==> src/rtl/spi_reg_bank_if.sv <==
// SPI mode-0 pin bundle between a host (master) and the register bank (slave).
interface spi_reg_bank_if;
    logic SCLK;
    logic MOSI;
    logic CE0;
    logic MISO;

    modport master (output SCLK, output MOSI, output CE0, input MISO);
    modport slave  (input SCLK, input MOSI, input CE0, output MISO);
endinterface

==> src/rtl/spi_reg_bank.sv <==
// SPI mode-0 slave with a burst-addressable register bank and a completed-frame counter.
// SPI pins are synchronised into clk; register 0 low nibble drives the LEDs.
module spi_reg_bank #(
    parameter int unsigned WIDTH       = 8,
    parameter int unsigned NREG        = 4,
    parameter int unsigned SYNC_STAGES = 2
) (
    input  logic           clk,
    input  logic           rst_n,
    spi_reg_bank_if.slave  spi,
    output logic [3:0]     led
);

    localparam int unsigned AW = WIDTH - 1;
    localparam int unsigned CW = $clog2(WIDTH);

    typedef enum logic [1:0] {
        IDLE = 2'd0,
        CMD  = 2'd1,
        DATA = 2'd2
    } state_e;

    logic [SYNC_STAGES-1:0] sclk_sync_q, mosi_sync_q, ce0_sync_q;
    logic                   sclk_prev_q, ce0_prev_q;

    state_e                 state_q;
    logic [CW-1:0]          bitcnt_q;
    logic [AW-1:0]          rx_q;
    logic                   wr_q;
    logic [AW-1:0]          addr_q;
    logic [WIDTH-1:0]       tx_q;
    logic [WIDTH-1:0]       regs_q [NREG];
    logic [WIDTH-1:0]       fc_q;

    logic                   sclk_s, mosi_s, ce0_s;
    logic                   sclk_rise, sclk_fall, ce0_rise, ce0_fall;
    logic                   last_bit;
    logic [WIDTH-1:0]       word_c;
    logic [WIDTH-1:0]       rdata_c;

    // Synchronisers plus one edge-detect flop per pin
    always_ff @(posedge clk or negedge rst_n) begin
        if (!rst_n) begin
            sclk_sync_q <= '0;
            mosi_sync_q <= '0;
            ce0_sync_q  <= '0;
            sclk_prev_q <= 1'b0;
            ce0_prev_q  <= 1'b0;
        end else begin
            sclk_sync_q <= {sclk_sync_q[SYNC_STAGES-2:0], spi.SCLK};
            mosi_sync_q <= {mosi_sync_q[SYNC_STAGES-2:0], spi.MOSI};
            ce0_sync_q  <= {ce0_sync_q[SYNC_STAGES-2:0],  spi.CE0};
            sclk_prev_q <= sclk_s;
            ce0_prev_q  <= ce0_s;
        end
    end

    assign sclk_s    = sclk_sync_q[SYNC_STAGES-1];
    assign mosi_s    = mosi_sync_q[SYNC_STAGES-1];
    assign ce0_s     = ce0_sync_q[SYNC_STAGES-1];
    assign sclk_rise = sclk_s & ~sclk_prev_q;
    assign sclk_fall = ~sclk_s & sclk_prev_q;
    assign ce0_rise  = ce0_s & ~ce0_prev_q;
    assign ce0_fall  = ~ce0_s & ce0_prev_q;

    assign last_bit  = (bitcnt_q == CW'(WIDTH - 1));
    assign word_c    = {rx_q, mosi_s};

    // Addresses beyond the bank read back the frame counter
    always_comb begin
        rdata_c = fc_q;
        for (int i = 0; i < int'(NREG); i++) begin
            if (addr_q == AW'(i)) rdata_c = regs_q[i];
        end
    end

    always_ff @(posedge clk or negedge rst_n) begin
        if (!rst_n) begin
            state_q  <= IDLE;
            bitcnt_q <= '0;
            rx_q     <= '0;
            wr_q     <= 1'b0;
            addr_q   <= '0;
            tx_q     <= '0;
            fc_q     <= '0;
            for (int i = 0; i < int'(NREG); i++) regs_q[i] <= '0;
        end else begin
            case (state_q)
                IDLE: begin
                    if (ce0_fall) begin
                        state_q  <= CMD;
                        bitcnt_q <= '0;
                        tx_q     <= '0;
                    end
                end
                CMD, DATA: begin
                    // CE0 rise wins over any coincident SCLK edge; partial words are dropped
                    if (ce0_rise) begin
                        state_q <= IDLE;
                        if (state_q == DATA) fc_q <= fc_q + WIDTH'(1);
                    end else if (sclk_rise) begin
                        rx_q     <= word_c[AW-1:0];
                        bitcnt_q <= last_bit ? '0 : bitcnt_q + CW'(1);
                        if (last_bit) begin
                            if (state_q == CMD) begin
                                wr_q    <= word_c[WIDTH-1];
                                addr_q  <= word_c[AW-1:0];
                                state_q <= DATA;
                            end else begin
                                if (wr_q) begin
                                    for (int i = 0; i < int'(NREG); i++) begin
                                        if (addr_q == AW'(i)) regs_q[i] <= word_c;
                                    end
                                end
                                addr_q <= addr_q + AW'(1);
                            end
                        end
                    end else if (sclk_fall) begin
                        if (state_q == DATA && bitcnt_q == '0 && !wr_q) begin
                            tx_q <= rdata_c;
                        end else begin
                            tx_q <= {tx_q[WIDTH-2:0], 1'b0};
                        end
                    end
                end
                default: state_q <= IDLE;
            endcase
        end
    end

    assign spi.MISO = tx_q[WIDTH-1];
    assign led      = regs_q[0][3:0];

endmodule

==> src/flat_wrapper.sv <==
// flat-port wrapper written by rule: the top's interface ports become plain ports
module spi_reg_bank_flat 
#(
    parameter int unsigned WIDTH       = 8,
    parameter int unsigned NREG        = 4,
    parameter int unsigned SYNC_STAGES = 2
)
  (clk, rst_n, led, spi_SCLK, spi_MOSI, spi_CE0, spi_MISO);
  spi_reg_bank_if spi_i ();
  input  logic clk;
  input  logic rst_n;
  output logic [3:0] led;
  input wire logic [$bits(spi_i.SCLK)-1:0] spi_SCLK;
  input wire logic [$bits(spi_i.MOSI)-1:0] spi_MOSI;
  input wire logic [$bits(spi_i.CE0)-1:0] spi_CE0;
  output wire logic [$bits(spi_i.MISO)-1:0] spi_MISO;
  assign spi_i.SCLK = spi_SCLK;
  assign spi_i.MOSI = spi_MOSI;
  assign spi_i.CE0 = spi_CE0;
  assign spi_MISO = spi_i.MISO;
  spi_reg_bank #(.WIDTH(WIDTH), .NREG(NREG), .SYNC_STAGES(SYNC_STAGES)) u_core (.clk(clk), .rst_n(rst_n), .spi(spi_i), .led(led));
endmodule
==> config.mk <==
export PLATFORM = sky130hd
export DESIGN_NAME = spi_reg_bank_flat
export DESIGN_NICKNAME = d
export VERILOG_FILES = /design/src/rtl/spi_reg_bank_if.sv /design/src/rtl/spi_reg_bank.sv /design/src/flat_wrapper.sv
export SDC_FILE = /design/constraint.sdc
export NUM_CORES = 1
export LEC_CHECK = 0
export ABC_AREA = 1
export CORE_AREA = 2 2 95 97
export DETAILED_ROUTE_END_ITERATION = 7
export DIE_AREA = 0 0 97 99
export GPL_ROUTABILITY_DRIVEN = 0
export PLACE_DENSITY = 0.62
export REMOVE_ABC_BUFFERS = 1
export SLEW_MARGIN = 20
export SYNTH_ARGS = -nofsm -noshare
export SYNTH_HDL_FRONTEND = slang
export SYNTH_SLANG_ARGS = --single-unit
==> constraint.sdc <==
create_clock -name clk -period 2.16 [get_ports clk]
set_clock_uncertainty 0.15 [all_clocks]
set_input_delay 0.216 -clock clk [delete_from_list [all_inputs] [get_ports clk]]
set_output_delay 0.216 -clock clk [all_outputs]
set_load 0.05 [all_outputs]
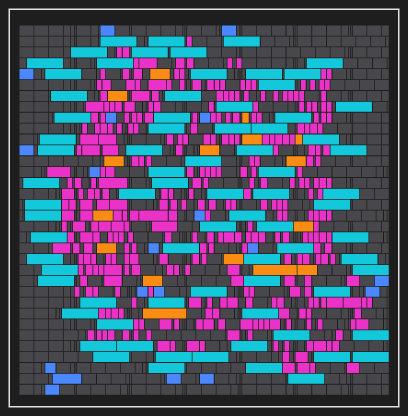
(placed cells, one color a class)
(4 px per micron) Fill, decap, tap and diode cells in gray.
- magenta: all other logic (cells 339; share of their area 43%)
- blue: other buffers and delay cells (cells 19; share of their area 4.4%)
- orange: clock drivers and dummy loads (cells 16; share of their area 5.8%)
- cyan: flip-flops (cells 76; share of their area 47%)

==> job_summary.md <==
### Flow metrics

| Metric | Value |
|---|---|
| Combinational power share | 27.6% |
| Biggest Area Class | registers |
| Top cell excl fill/tap | nand2_1 |
| Unrepaired setup endpoints after global routing | true |
| Buffering overhead | 4.23% |
| Post-synth regs | 76 |
| Register area | 0.00190 sq mm |
| CP Data Arrival Time | 2.15 ns |
| Largest regs | u_core.regs_q (28), u_core.fc_q (8), u_core.tx_q (8) |
| Status | complete, no violations |
| Placed cell area | 0.00395 sq mm |
| Routed via count | 2730 |
| Worst Path Max Fanout | 16 |
| Crit path cell chain | inv_1, ha_1, nand2_2, nor2_4, inv_4, nor2_8, inv_4, nor2_8, nand3_4, nand2_1, o21ai_2 |
| # diodes | 0 |
| Die Ht | 99 microns |
| Most used routing layer | met2 |
| Flop-to-flop setup slack | 0.1 ns |
| Post-synth ARST share | 100% |
| IO Pins | 10 |
| Internal power | 0.00268 W |
| Non-CTS inverters | 45 |
| First-pass GRT wire length | 13200 microns |
| Synth Seq Share | 51.0% |
| CTS Root Buffer Type | clkbuf_8 |
| Clock buf count | 12 |
| Avg Inst Size Synth | 8.75 sq um |
| DP Worst Slack | 0.108 ns |
| Die ar. | 0.00960 sq mm |
| Area grow syn2layout | 12.6% |
| Worst setup EP type | flop |
| Critical Path Stages | 11 |
| Tool warnings | 33 |
| Ys Warns | 0 |
| Routed Antenna Nets | 0 |
| CP delay by family, top | simple AND/OR/NAND/NOR gates |
| Top reg by flops | u_core.regs_q |
| Critical hold path startpoint | spi_CE0 |
| Max-slew violations | 0 |
| Seq_cells | 76 |
| Routed wire length | 7510 microns |
| Site Rows | 34 |
| Worst R2R End | u_core.led[3] |
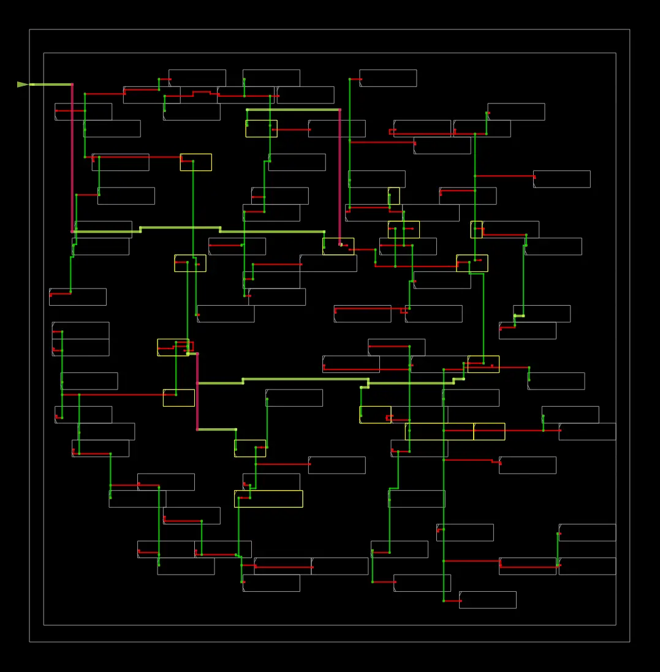
(clock wiring as the flow saved it)
clock sinks: 76
Clk Latency, worst-skew pair: 0.35 ns
number of buffers created by CTS: 9

Power and IR drop assume default switching activity.
